[src/rtl/core_reset_ctrl.sv]
// rtl/core_reset_ctrl.sv - core reset request generator with watchdog, release handshake and cause capture
// Holds o_resetn low for PULSE_CYCLES per request and waits for the core synchronizer to report release.
module core_reset_ctrl #(
    parameter int PULSE_CYCLES    = 32,
    parameter int WDT_WIDTH       = 16,
    parameter int RELEASE_TIMEOUT = 64
) (
    input  logic                 clk,
    input  logic                 reset,
    input  logic                 i_sw_req,
    input  logic                 i_wdt_en,
    input  logic [WDT_WIDTH-1:0] i_wdt_load,
    input  logic                 i_wdt_kick,
    input  logic                 i_core_resetn,
    output logic                 o_resetn,
    output logic                 o_busy,
    output logic [1:0]           o_cause,
    output logic [WDT_WIDTH-1:0] o_wdt_count
);

    localparam int PW = (PULSE_CYCLES > 1) ? $clog2(PULSE_CYCLES) : 1;
    localparam int TW = (RELEASE_TIMEOUT > 1) ? $clog2(RELEASE_TIMEOUT) : 1;

    localparam logic [1:0] CAUSE_POR     = 2'b00;
    localparam logic [1:0] CAUSE_SW      = 2'b01;
    localparam logic [1:0] CAUSE_WDT     = 2'b10;
    localparam logic [1:0] CAUSE_TIMEOUT = 2'b11;

    typedef enum logic [1:0] {
        ST_ASSERT  = 2'd0,
        ST_RELEASE = 2'd1,
        ST_IDLE    = 2'd2
    } state_e;

    state_e               state_q, state_d;
    logic [PW-1:0]        pulse_q, pulse_d;
    logic [TW-1:0]        tmo_q, tmo_d;
    logic [WDT_WIDTH-1:0] wdt_q, wdt_d;
    logic [1:0]           cause_q, cause_d;
    logic                 resetn_q, resetn_d;
    logic                 busy_q, busy_d;

    always_ff @(posedge clk or posedge reset) begin
        if (reset) begin
            state_q  <= ST_ASSERT;
            pulse_q  <= '0;
            tmo_q    <= '0;
            wdt_q    <= '1;
            cause_q  <= CAUSE_POR;
            resetn_q <= 1'b0;
            busy_q   <= 1'b1;
        end else begin
            state_q  <= state_d;
            pulse_q  <= pulse_d;
            tmo_q    <= tmo_d;
            wdt_q    <= wdt_d;
            cause_q  <= cause_d;
            resetn_q <= resetn_d;
            busy_q   <= busy_d;
        end
    end

    always_comb begin
        state_d = state_q;
        pulse_d = pulse_q;
        tmo_d   = tmo_q;
        wdt_d   = wdt_q;
        cause_d = cause_q;
        unique case (state_q)
            ST_ASSERT: begin
                if (pulse_q == PW'(PULSE_CYCLES - 1)) begin
                    state_d = ST_RELEASE;
                    tmo_d   = '0;
                end else begin
                    pulse_d = pulse_q + PW'(1);
                end
            end
            ST_RELEASE: begin
                if (i_core_resetn) begin
                    state_d = ST_IDLE;
                    wdt_d   = i_wdt_load;
                end else if (tmo_q == TW'(RELEASE_TIMEOUT - 1)) begin
                    state_d = ST_ASSERT;
                    pulse_d = '0;
                    cause_d = CAUSE_TIMEOUT;
                end else begin
                    tmo_d = tmo_q + TW'(1);
                end
            end
            ST_IDLE: begin
                // Expiry outranks a same-cycle software request; a kick on that cycle saves it.
                if (i_wdt_en && (wdt_q == '0) && !i_wdt_kick) begin
                    state_d = ST_ASSERT;
                    pulse_d = '0;
                    cause_d = CAUSE_WDT;
                end else if (i_sw_req) begin
                    state_d = ST_ASSERT;
                    pulse_d = '0;
                    cause_d = CAUSE_SW;
                end else if (i_wdt_kick || !i_wdt_en) begin
                    wdt_d = i_wdt_load;
                end else begin
                    wdt_d = wdt_q - WDT_WIDTH'(1);
                end
            end
            default: begin
                state_d = ST_ASSERT;
                pulse_d = '0;
            end
        endcase
    end

    always_comb begin
        resetn_d = (state_d != ST_ASSERT);
        busy_d   = (state_d != ST_IDLE);
    end

    assign o_resetn    = resetn_q;
    assign o_busy      = busy_q;
    assign o_cause     = cause_q;
    assign o_wdt_count = wdt_q;

endmodule

[config.mk]
export PLATFORM = sky130hd
export DESIGN_NAME = core_reset_ctrl
export DESIGN_NICKNAME = d
export VERILOG_FILES = /design/src/rtl/core_reset_ctrl.sv
export SDC_FILE = /design/constraint.sdc
export NUM_CORES = 1
export LEC_CHECK = 0
export CORE_MARGIN = 2
export CORE_UTILIZATION = 45
export CTS_BUF_LIST = sky130_fd_sc_hd__clkbuf_8 sky130_fd_sc_hd__clkbuf_16
export CTS_CLUSTER_SIZE = 16
export DETAILED_ROUTE_END_ITERATION = 6
export PLACE_DENSITY = 0.75
export SETUP_SLACK_MARGIN = 0.3
export SLEW_MARGIN = 20
export SYNTH_ARGS = -nofsm -noshare
export SYNTH_HDL_FRONTEND = slang
export SYNTH_SLANG_ARGS = --single-unit
[constraint.sdc]
create_clock -name clk -period 2 [get_ports clk]
set_input_delay 0.4 -clock clk [delete_from_list [all_inputs] [get_ports clk]]
set_output_delay 0.4 -clock clk [all_outputs]
set_load 0.01 [all_outputs]
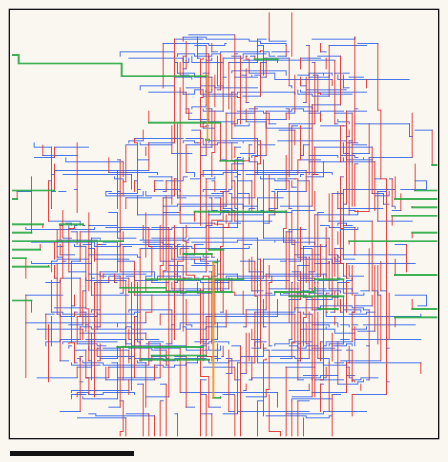
Fig. 1. Signal wires by layer.
Scale bar: 20 microns.
colour	layer	wire length
green	metal 3	283 microns
blue	metal 1	2,330 microns
orange	metal 4	32.0 microns
red	metal 2	2,450 microns
final WL: 5.09 mm
DR WL/cell: 15.3 microns
vias: 1,921

==> qor.yml <==
crit_chain: "or4_4, nor3_4, a41o_4, nand2b_4, mux2_4"
setup_tns_ns: 0
tool_warnings: 30
core_area_sq_mm: 0.00403
n_all_inverters: 8
synth.logic.top_family: "AND-OR/OR-AND gates"
pg_clk_w: 0.000652
switchingPower_w: 0.00140
ys_top_cells_by_count: "o21ai_0, nor2_1, a21oi_1, dfstp_2, dfrtp_1"
clockPowerShare_pct: 17.2
wl_met2_mm: 2.45
clock_buffers: 6
edf_count: 0
insertedDiodeCount: 0
gp_congestion: 0.780
synthAoiAreaFrac_pct: 23.8
cp_data_arrival_time_ns: 2.06
grt-ovfl-total: 0
dp.cells: 313
buf_share_pct: 24.3
portBuffers: 41
critPathCapture: "pulse_q[0]"
hold_path.startpoint: "o_wdt_count[15]"
synth_flops: 33
ys_cells: 209
tightest_slew_ns: 0.430
ys_sh_mux_pct: 1.33
status: "completed"
synth_top_flop_cell: "dfstp_2"
post_cts_resized: 32
io-pin-count: 42
setup_violations: 0
period_minus_slack_ns: 1.89
yosys_warnings: 0
clockBufferDepth: 2
routed-wl-met3_microns: 282
path_delay_family: "simple AND/OR/NAND/NOR gates"
p_seq_w: 0.00132
powerDensity_mw_per_mm2: 1350
slowest_stage: "or4_4"
avgViaCountPerCell: 5.77
nWellTaps: 50
comb_area_share_pct: 37.9
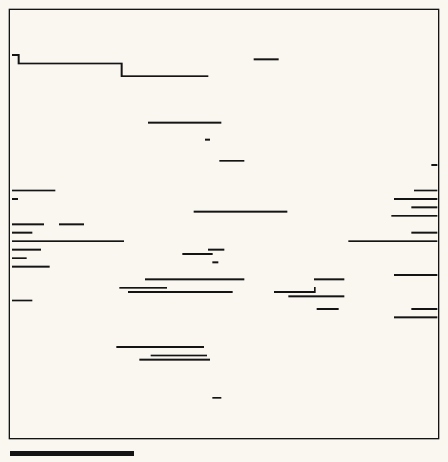
Fig. 2. M3 wires.
Scale bar: 20 microns.
nets with wire on the layer	34
wire length on this layer	283 microns
longest straight run	17.7 microns
main direction	horizontal
share of all routed wire	5.6%
met3 Resource Use GR: 5.19%

